**src/rtl/decode_sequencer.sv**
```systemverilog
// Walks a stored encoded message line by line through the combinational line decoder
// and streams each recovered line out one ASCII byte per valid/ready handshake, MSB byte first.
module decode_sequencer #(
    parameter int NUM_MESSAGES = 8,
    parameter int ADDR_W       = 3,
    parameter int LINE_W       = 192
) (
    input  logic              clk,
    input  logic              rst_n,
    input  logic              start,
    output logic              busy,
    output logic              done,
    output logic              mem_rd_en,
    output logic [ADDR_W-1:0] mem_addr,
    input  logic [LINE_W-1:0] mem_rdata,
    output logic [LINE_W-1:0] dec_in,
    input  logic [LINE_W-1:0] dec_out,
    output logic              char_valid,
    output logic [7:0]        char_data,
    output logic              char_last,
    input  logic              char_ready
);

    localparam int NBYTES = LINE_W / 8;
    localparam int BCNT_W = (NBYTES > 1) ? $clog2(NBYTES) : 1;
    localparam logic [BCNT_W-1:0] LAST_BYTE = BCNT_W'(NBYTES - 1);
    localparam logic [ADDR_W-1:0] LAST_LINE = ADDR_W'(NUM_MESSAGES - 1);

    typedef enum logic [2:0] {
        S_IDLE,
        S_FETCH,
        S_WAIT,
        S_LATCH,
        S_EMIT,
        S_DONE
    } state_t;

    state_t              state, state_nxt;
    logic [ADDR_W-1:0]   line_idx;
    logic [BCNT_W-1:0]   byte_cnt;
    logic [LINE_W-1:0]   line_buf;
    logic                hs;
    logic                byte_last;
    logic                line_last;

    assign hs        = char_valid && char_ready;
    assign byte_last = (byte_cnt == LAST_BYTE);
    assign line_last = (line_idx == LAST_LINE);

    assign busy      = (state != S_IDLE) && (state != S_DONE);
    assign done      = (state == S_DONE);
    assign mem_rd_en = (state == S_FETCH);
    assign mem_addr  = line_idx;
    assign char_last = char_valid && line_last && byte_last;

    always_ff @(posedge clk or negedge rst_n) begin
        if (!rst_n) begin
            state <= S_IDLE;
        end else begin
            state <= state_nxt;
        end
    end

    always_comb begin
        state_nxt = state;
        case (state)
            S_IDLE:  if (start) state_nxt = S_FETCH;
            S_FETCH: state_nxt = S_WAIT;
            S_WAIT:  state_nxt = S_LATCH;
            S_LATCH: state_nxt = S_EMIT;
            S_EMIT: begin
                if (hs && byte_last) begin
                    state_nxt = line_last ? S_DONE : S_FETCH;
                end
            end
            S_DONE:  state_nxt = S_IDLE;
            default: state_nxt = S_IDLE;
        endcase
    end

    // Read data lands in dec_in one cycle after the strobe; the decoder output is
    // captured only after dec_in has been stable for a whole cycle.
    always_ff @(posedge clk or negedge rst_n) begin
        if (!rst_n) begin
            line_idx   <= '0;
            byte_cnt   <= '0;
            line_buf   <= '0;
            dec_in     <= '0;
            char_valid <= 1'b0;
            char_data  <= '0;
        end else begin
            case (state)
                S_IDLE: begin
                    if (start) line_idx <= '0;
                end
                S_WAIT: begin
                    dec_in <= mem_rdata;
                end
                S_LATCH: begin
                    line_buf   <= dec_out;
                    byte_cnt   <= '0;
                    char_valid <= 1'b1;
                    char_data  <= dec_out[LINE_W-1 -: 8];
                end
                S_EMIT: begin
                    if (hs) begin
                        line_buf <= line_buf << 8;
                        byte_cnt <= byte_cnt + BCNT_W'(1);
                        if (byte_last) begin
                            char_valid <= 1'b0;
                            char_data  <= '0;
                            if (!line_last) line_idx <= line_idx + ADDR_W'(1);
                        end else begin
                            char_data <= line_buf[LINE_W-9 -: 8];
                        end
                    end
                end
                default: ;
            endcase
        end
    end

endmodule
```
**config.mk**
```make
export PLATFORM = sky130hd
export DESIGN_NAME = decode_sequencer
export DESIGN_NICKNAME = d
export VERILOG_FILES = /design/src/rtl/decode_sequencer.sv
export SDC_FILE = /design/constraint.sdc
export NUM_CORES = 1
export LEC_CHECK = 0
export CORE_AREA = 4 4 229 231
export CTS_CLUSTER_DIAMETER = 40
export CTS_CLUSTER_SIZE = 16
export DETAILED_ROUTE_END_ITERATION = 8
export DIE_AREA = 0 0 233 235
export RECOVER_POWER = 100
export SLEW_MARGIN = 5
export SYNTH_ARGS = -nofsm -noshare
export SYNTH_HDL_FRONTEND = slang
export SYNTH_SLANG_ARGS = --single-unit
```
**constraint.sdc**
```tcl
create_clock -name clk -period 2.5 [get_ports clk]
set_input_delay 0.75 -clock clk [delete_from_list [all_inputs] [get_ports clk]]
set_output_delay 0.75 -clock clk [all_outputs]
set_load 0.02 [all_outputs]
```
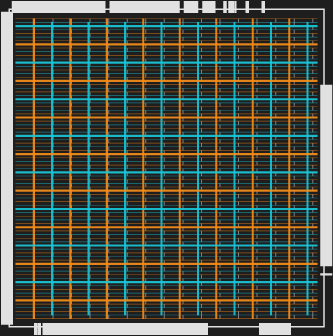
(images/power_grid.png)
Pins as bars on the die edge. Tap cells in gray.
color	net
cyan	VDD
orange	VSS
rows	82
met5 straps	16
signal pins	596
met4 straps	16

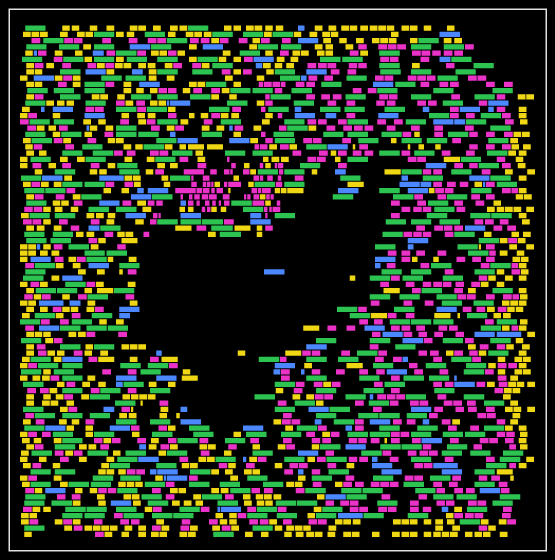
(images/placement_by_type.png)
color	class	cells
blue	clock drivers and dummy loads	130
yellow	other buffers and delay cells	654
green	flops	396
magenta	combinational and other logic	633

==> flow_metrics.py <==
# Metrics from the implementation run
metrics = {
    "power_and_ir_drop": {
        "pwr.group.clock_mw": 9.78,
        "top_power_group": "combinational logic",
        "ir_drop_uv": 849.4,
        "clkPwrFrac": 0.271,
        "sw_frac_of_total": 0.3243,
        "p_total_mw": 36.06,
        "p_leak_nw": 10.76,
        "p_sw_mw": 11.69,
    },
    "clock_tree": {
        "holdBufCountCts": 0,
        "clockRootBuffer": "clkbuf_16",
        "cts_tree": "done",
        "clk-insertion-delay-late_ns": 0.58,
        "cts_made_buffers": 73,
        "htreeDepth": 3,
    },
    "critical_path": {
        "critical_path_class": "flip-flop to output port",
        "end_kind": "output port",
        "required_ns": 1.75,
        "worstPathMaxFanout": 2,
        "critPathArrivalTime_ns": 1.70,
        "rr_worst_depth": 5,
        "start_kind": "flip-flop",
        "r2r-end": "char_data[5]$_DFFE_PN0P_",
    },
    "synthesis": {
        "netlist_top_cells_count": "506 x mux2_2, 396 x dfrtp_1, 39 x buf_2, 38 x mux2_1, 11 x buf_4",
        "xor_share": 0.001028,
        "synthFlopType": "dfrtp_1",
        "ys_ff": 396,
        "synth_area_per_cell_um2": 15.55,
        "ys_cells": 1096,
        "ys_sh_simple": 0.01637,
        "synth_top_area_share": 0.5814,
        "ys_warn_count": 0,
        "syn-cell-area_um2": 17050,
        "edf_count": 0,
        "synth.most_common_cell": "mux2_2",
        "synthAdderAreaFrac": 0.002202,
        "topCellsByArea": "dfrtp_1 58%, mux2_2 33%, mux2_1 2.5%",
        "yosys_area_um2": 17050,
    },
    "global_route": {
        "track_usage": 0.2012,
        "groute.layer.met1.usage": 0.2374,
        "grt_antenna_before_repair": 11,
        "grt_overflow_total": 0,
        "grt_pass1_vias": 13220,
    },
    "routing": {
        "drtIter0Drc": 341,
        "wl_met2_um": 27790,
        "vias_per_cell": 4.709,
        "firstDrtPassIters": 4,
        "drt_wl_total_um": 55890,
        "avgRoutedWirePerCell_um": 22.40,
        "drt-met1-wl_um": 21890,
        "ant_nets": 0,
    },
    "sta": {
        "min_period_over_period": 0.9793,
        "hold_viol_final": 0,
        "finalSetupViolCount": 0,
        "drv_slew": 45,
        "fin_crit_ns": 2.448,
    },
    "finish": {
        "fin_cells": 2495,
        "drive_above_1_share": 0.3850,
        "fillers": 4319,
        "reg_top3": "dec_in (192), line_buf (184), char_data (8)",
        "lay_top_count": "clkdlybuf4s50_1",
        "comb_area_um2": 6812,
        "buf_share": 0.2478,
        "final_util": 0.5323,
        "num-multi-input-gates": 633,
        "clockNetworkAreaShare": 0.09216,
        "seq_cells": 396,
    },
    "flow_run": {
        "drv_cap": 1,
    },
    "placed_design": {
        "dp_cells": 2347,
        "place_hpwl_um": 41840,
    },
    "outcome": {
        "violations": "max-capacitance violations, max-slew violations",
        "outcome": "complete, but fails checks",
    },
    "min_path": {
        "min_to": "line_buf[102]$_DFFE_PN0P_",
    },
    "floorplanning": {
        "chip_area_um2": 54760,
        "core_um2": 50070,
        "ioPinCount": 596,
    },
}
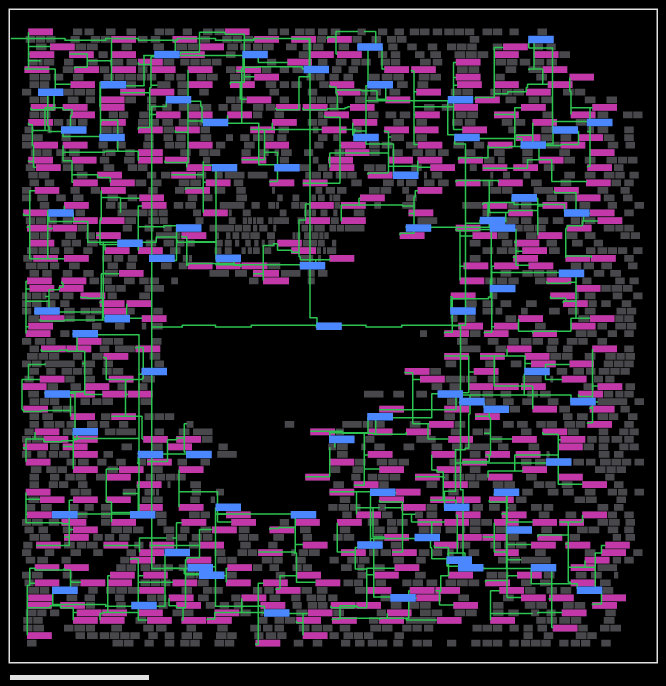
(images/clk_routes.png)
Scale bar: 50 µm.
[blue] clock drivers | count: 73
[green] clock wires | length: 6220 µm
[magenta] flip-flops | count: 396
routed clock nets	74
flops lie	spread over the die

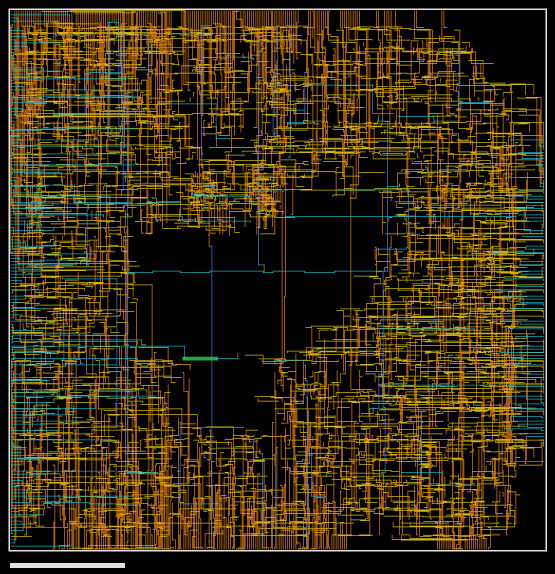
(images/wires.png)
Scale bar: 50 µm.
color	layer	wire length
orange	metal 2	27.8 mm
green	metal 5	13.8 µm
yellow	metal 1	21.9 mm
cyan	metal 3	4760 µm
blue	metal 4	1430 µm

